File: src/rtl/apb_reg_bridge_pkg.sv
// Shared types and constants for the APB-to-register bridge.
//   state_t     : bridge FSM state encoding
//   *_OFS       : byte offsets of the four registers from the register window base
//   reg_idx_w() : width of a register index for a given register count
package apb_reg_bridge_pkg;

    typedef enum logic [1:0] {
        IDLE = 2'd0,
        REQ  = 2'd1,
        CAPT = 2'd2,
        RESP = 2'd3
    } state_t;

    localparam logic [11:0] STATUS_OFS   = 12'h000;
    localparam logic [11:0] CONTROL_OFS  = 12'h004;
    localparam logic [11:0] IO_ADDR_OFS  = 12'h008;
    localparam logic [11:0] MEM_ADDR_OFS = 12'h00C;

    // Never narrower than one bit, so a single-register window still has an index port.
    function automatic int reg_idx_w(input int n);
        return (n <= 2) ? 1 : $clog2(n);
    endfunction

endpackage

File: src/rtl/apb_reg_bridge_decode.sv
// Register window decoder (purely combinational).
//   paddr_i : APB byte address
//   hit_o   : address is word-aligned and inside [BASE_ADDR, BASE_ADDR + 4*NUM_REGS - 1]
//   index_o : register number (meaningful only when hit_o = 1)
module apb_reg_bridge_decode
    import apb_reg_bridge_pkg::*;
#(
    parameter int                    ADDR_WIDTH = 32,
    parameter logic [ADDR_WIDTH-1:0] BASE_ADDR  = 'h400,
    parameter int                    NUM_REGS   = 4,
    parameter int                    IDX_W      = reg_idx_w(NUM_REGS)
) (
    input  logic [ADDR_WIDTH-1:0] paddr_i,
    output logic                  hit_o,
    output logic [IDX_W-1:0]      index_o
);

    localparam logic [ADDR_WIDTH-1:0] LAST_ADDR = BASE_ADDR + ADDR_WIDTH'(4 * NUM_REGS - 1);

    always_comb begin
        hit_o   = (paddr_i >= BASE_ADDR) && (paddr_i <= LAST_ADDR) && (paddr_i[1:0] == 2'b00);
        index_o = IDX_W'((paddr_i - BASE_ADDR) >> 2);
    end

endmodule

File: src/rtl/apb_reg_bridge.sv
// APB3 slave front-end for the four-register block.
// Turns APB setup/access phases into single-cycle register-port accesses,
// inserts wait states, and flags out-of-window or misaligned accesses with pslverr.
//
// Optional build macro: REG_BRIDGE_STATS_EN adds saturating transfer counters.
//
// Ports
//   clk, reset        : clock; asynchronous active-high reset
//   psel_i, penable_i : APB select / access phase
//   pwrite_i          : 1 = write, 0 = read
//   paddr_i, pwdata_i : APB byte address / write data
//   prdata_o          : read data, holds until the next successful read
//   pready_o          : one-cycle transfer-complete pulse
//   pslverr_o         : decode error, valid with pready_o
//   reg_addr_o        : register block address (0 when no access is in progress)
//   reg_wr_en_o       : single-cycle write strobe
//   reg_wdata_o       : register block write data
//   reg_rdata_i       : register block read data, one cycle after the address
//   stat_*_cnt_o      : write/read/error counters (REG_BRIDGE_STATS_EN only)
//
// state | meaning
// IDLE  | no transfer; waits for an APB setup phase
// REQ   | register address driven; write strobe issued here for writes
// CAPT  | read only: register block returns data, captured into prdata
// RESP  | pready high for one cycle, pslverr reports the decode result
module apb_reg_bridge
    import apb_reg_bridge_pkg::*;
#(
    parameter int                    ADDR_WIDTH = 32,
    parameter int                    DATA_WIDTH = 32,
    parameter logic [ADDR_WIDTH-1:0] BASE_ADDR  = 'h400,
    parameter int                    NUM_REGS   = 4
`ifdef REG_BRIDGE_STATS_EN
    ,
    parameter int                    CNT_WIDTH  = 16
`endif
) (
    input  logic                  clk,
    input  logic                  reset,
    input  logic                  psel_i,
    input  logic                  penable_i,
    input  logic                  pwrite_i,
    input  logic [ADDR_WIDTH-1:0] paddr_i,
    input  logic [DATA_WIDTH-1:0] pwdata_i,
    output logic [DATA_WIDTH-1:0] prdata_o,
    output logic                  pready_o,
    output logic                  pslverr_o,
    output logic [ADDR_WIDTH-1:0] reg_addr_o,
    output logic                  reg_wr_en_o,
    output logic [DATA_WIDTH-1:0] reg_wdata_o,
    input  logic [DATA_WIDTH-1:0] reg_rdata_i
`ifdef REG_BRIDGE_STATS_EN
    ,
    output logic [CNT_WIDTH-1:0]  stat_wr_cnt_o,
    output logic [CNT_WIDTH-1:0]  stat_rd_cnt_o,
    output logic [CNT_WIDTH-1:0]  stat_err_cnt_o
`endif
);

    localparam int IDX_W = reg_idx_w(NUM_REGS);

    state_t                state_q;
    logic                  wr_q;
    logic [DATA_WIDTH-1:0] prdata_q;
    logic                  pready_q;
    logic                  pslverr_q;
    logic [ADDR_WIDTH-1:0] reg_addr_q;
    logic                  reg_wr_en_q;
    logic [DATA_WIDTH-1:0] reg_wdata_q;

    logic                  dec_hit;
    logic [IDX_W-1:0]      dec_index;

    apb_reg_bridge_decode #(
        .ADDR_WIDTH (ADDR_WIDTH),
        .BASE_ADDR  (BASE_ADDR),
        .NUM_REGS   (NUM_REGS),
        .IDX_W      (IDX_W)
    ) u_decode (
        .paddr_i    (paddr_i),
        .hit_o      (dec_hit),
        .index_o    (dec_index)
    );

`ifdef REG_BRIDGE_STATS_EN
    logic [CNT_WIDTH-1:0] stat_wr_cnt_q;
    logic [CNT_WIDTH-1:0] stat_rd_cnt_q;
    logic [CNT_WIDTH-1:0] stat_err_cnt_q;
`endif

    always_ff @(posedge clk or posedge reset) begin
        if (reset) begin
            state_q     <= IDLE;
            wr_q        <= 1'b0;
            prdata_q    <= '0;
            pready_q    <= 1'b0;
            pslverr_q   <= 1'b0;
            reg_addr_q  <= '0;
            reg_wr_en_q <= 1'b0;
            reg_wdata_q <= '0;
`ifdef REG_BRIDGE_STATS_EN
            stat_wr_cnt_q  <= '0;
            stat_rd_cnt_q  <= '0;
            stat_err_cnt_q <= '0;
`endif
        end else begin
            // Strobe and response flags are single-cycle pulses unless set below.
            reg_wr_en_q <= 1'b0;
            pready_q    <= 1'b0;
            pslverr_q   <= 1'b0;

            case (state_q)
                IDLE: begin
                    if (psel_i && !penable_i) begin
                        wr_q <= pwrite_i;
                        if (dec_hit) begin
                            state_q     <= REQ;
                            // Rebuilt from the index: identical to paddr for any hit.
                            reg_addr_q  <= BASE_ADDR + ADDR_WIDTH'({dec_index, 2'b00});
                            reg_wr_en_q <= pwrite_i;
                            if (pwrite_i) begin
                                reg_wdata_q <= pwdata_i;
                            end
                        end else begin
                            state_q   <= RESP;
                            pready_q  <= 1'b1;
                            pslverr_q <= 1'b1;
`ifdef REG_BRIDGE_STATS_EN
                            if (stat_err_cnt_q != '1) stat_err_cnt_q <= stat_err_cnt_q + 1'b1;
`endif
                        end
                    end
                end

                REQ: begin
                    if (!psel_i) begin
                        // Master abandoned the transfer; a write strobe already issued stands.
                        state_q    <= IDLE;
                        reg_addr_q <= '0;
                    end else if (wr_q) begin
                        state_q    <= RESP;
                        pready_q   <= 1'b1;
                        reg_addr_q <= '0;
`ifdef REG_BRIDGE_STATS_EN
                        if (stat_wr_cnt_q != '1) stat_wr_cnt_q <= stat_wr_cnt_q + 1'b1;
`endif
                    end else begin
                        state_q <= CAPT;
                    end
                end

                CAPT: begin
                    if (!psel_i) begin
                        state_q    <= IDLE;
                        reg_addr_q <= '0;
                    end else begin
                        state_q    <= RESP;
                        prdata_q   <= reg_rdata_i;
                        pready_q   <= 1'b1;
                        reg_addr_q <= '0;
`ifdef REG_BRIDGE_STATS_EN
                        if (stat_rd_cnt_q != '1) stat_rd_cnt_q <= stat_rd_cnt_q + 1'b1;
`endif
                    end
                end

                RESP: begin
                    state_q <= IDLE;
                end

                default: begin
                    state_q    <= IDLE;
                    reg_addr_q <= '0;
                end
            endcase
        end
    end

    assign prdata_o    = prdata_q;
    assign pready_o    = pready_q;
    assign pslverr_o   = pslverr_q;
    assign reg_addr_o  = reg_addr_q;
    assign reg_wr_en_o = reg_wr_en_q;
    assign reg_wdata_o = reg_wdata_q;

`ifdef REG_BRIDGE_STATS_EN
    assign stat_wr_cnt_o  = stat_wr_cnt_q;
    assign stat_rd_cnt_o  = stat_rd_cnt_q;
    assign stat_err_cnt_o = stat_err_cnt_q;
`endif

endmodule

File: config.mk
export PLATFORM = sky130hd
export DESIGN_NAME = apb_reg_bridge
export DESIGN_NICKNAME = d
export VERILOG_FILES = /design/src/rtl/apb_reg_bridge_pkg.sv /design/src/rtl/apb_reg_bridge_decode.sv /design/src/rtl/apb_reg_bridge.sv
export SDC_FILE = /design/constraint.sdc
export NUM_CORES = 1
export LEC_CHECK = 0
export ABC_CLOCK_PERIOD_IN_PS = 8000
export CAP_MARGIN = 20
export CELL_PAD_IN_SITES_DETAIL_PLACEMENT = 2
export CELL_PAD_IN_SITES_GLOBAL_PLACEMENT = 2
export CORE_ASPECT_RATIO = 1.1
export CORE_UTILIZATION = 24
export CTS_CLUSTER_SIZE = 10
export DETAILED_ROUTE_END_ITERATION = 8
export GPL_TIMING_DRIVEN = 0
export PLACE_DENSITY = 0.95
export SYNTH_ARGS = -nofsm -noshare
export SYNTH_HDL_FRONTEND = slang
export SYNTH_HIERARCHICAL = 1
export SYNTH_SLANG_ARGS = --single-unit
File: constraint.sdc
create_clock -name clk -period 8 [get_ports clk]
set_clock_uncertainty 0.15 [all_clocks]
set_input_delay 2.4 -clock clk [delete_from_list [all_inputs] [get_ports clk]]
set_output_delay 2.4 -clock clk [all_outputs]
set_load 0.03 [all_outputs]
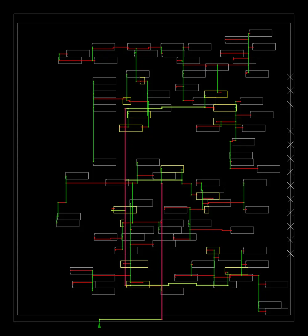
Figure 1: clock routing.
# clk buffers: 11
total CTS buffers: 9
flip-flops: 73
# clock sinks: 73
worst-skew pair later-pin latency: 0.34 ns

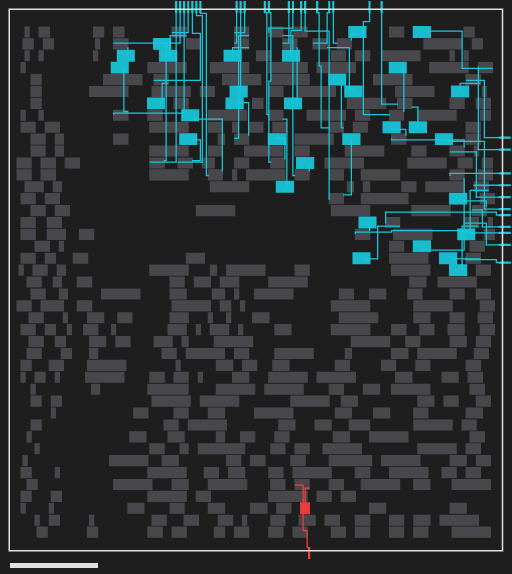
Figure 2: wires at chosen ports, followed through buffers.
The bar under the picture is 20 µm long.
`reset` -> red  # direction input, edge south, end cells 1, wire 23.4 µm
`reg_rdata_i` -> cyan  # direction input, edge 21 north, 11 east, end cells 32, wire 1100 µm
buffers added on ports: 168
Top Ports: 200

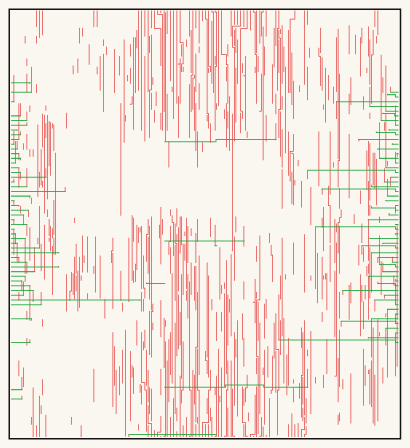
Figure 3: wiring by layer.
Only two layers are drawn.
met2 -> red  # wire length 5920 µm
met3 -> green  # wire length 729 µm
all-layer global routing usage: 0.149
Routed WL: 10100 µm

==> run summary <==
initial antenna violation count: 0
flop share of the area: 0.329
Async S/R FF share, synth: 1.00
WL/cell: 17.2 µm
P_clk: 436 µW
Hold Startpoint: prdata_o[4]
Avg Inst Size Synth: 14.6 µm²
f_max: 220 MHz
# rows: 43
main flop type: dfrtp_1
most numerous logic cells after layout: clkdlybuf4s50_1 (168), dfrtp_1 (73), mux2_2 (66)
n_diodes: 0
P_leak: 2.51 nW
Overflow after GRT: 0
mux frac, synth: 0.251
worst IR drop on VDD: 0.0986 mV
DRT met1 WL: 3350 µm
Final ANT Viol Nets: 0
slowest stage cell, crit path: clkdlybuf4s50_1
Storage cell area: 1830 µm²
Crit Path Max Fanout: 10
total power: 1.68 mW
htree depth: 3
delay-heaviest family, CP: simple AND/OR/NAND/NOR gates
cts hold-fix bufs: 0
post-synthesis cell type count: 25
WHS Endpoint: prdata_o[4]
Yosys top cell by instances: dfrtp_1
post_cts resized: 0
Reg2Reg Setup Slack: 5.82 ns
core area: 12800 µm²
vias in the first global route: 2822
Final nets: 535
die width: 112 µm
WP depth: 8
sw power: 585 µW
P&R area growth vs syn: 72.7%
critical path type: in -> reg
non-clock buffer area fraction after layout: 0.359
grt met1 use: 0.147
final worst setup slack: 3.46 ns
seq pwr: 525 µW
vias per cell: 4.17
reg-to-reg endpoint: reg_wdata_o[3]
Die Y: 123 µm
WHS Path Cells: 1
Clk pwr share: 0.260
status: finished with violations
failing checks: DRC
Clock Tree Buf Depth: 2
max_cap viols: 0
Syn Std Cell Area: 3210 µm²
post-CTS setup buffers: 0
DRC violations left: 13
critical path data required time: 8.07 ns
grt met2 use: 0.297
yosys cell count: 220
ys flops: 73
min-delay worst type: reg -> reg
Floorplan Utilization: 0.251
Critical Path Start: paddr_i[9]
CTS tree: built
routed via count: 2463
power share of the combinational group: 0.426
dominant logic cell type in the layout: clkdlybuf4s50_1
tightest hold margin: 0.350 ns
Comb/total area: 0.215
Multi-input gate area: 1190 µm²
CP startpoint kind: input port
Buffers excl. clock: 206
crit-path cells: clkdlybuf4s50_1 > nor4_1 > nand4_1 > nor2_1 > nand2_1 > nor2_4 > buf_6 > mux2_2
dpl ws: 3.08 ns
post-synthesis sequential area ratio: 0.569
Sw Ratio: 0.349
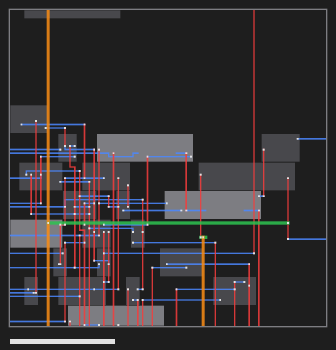
Figure 4: close-up of the layout.
The bar under the picture is 10 µm long. Window x 41 to 71, y 47 to 77 µm. Cells in gray, sequential cells in the stronger gray; small squares are vias.
met4 -> orange
met1 -> blue
met2 -> red
met3 -> green
most frequent = dfrtp_1 (4), ha_1 (3)
sequential cells in the window = 4
cells with their middle in the window = 21

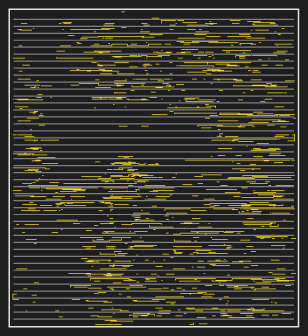
Figure 5: M1 wires.
Supply wires on this layer in gray.
longest straight run = 40.9 µm
nets with wire on the layer = 444
share of all routed wire = 33%
main direction = horizontal
wire length on this layer = 3350 µm

Power and IR drop assume default switching activity.
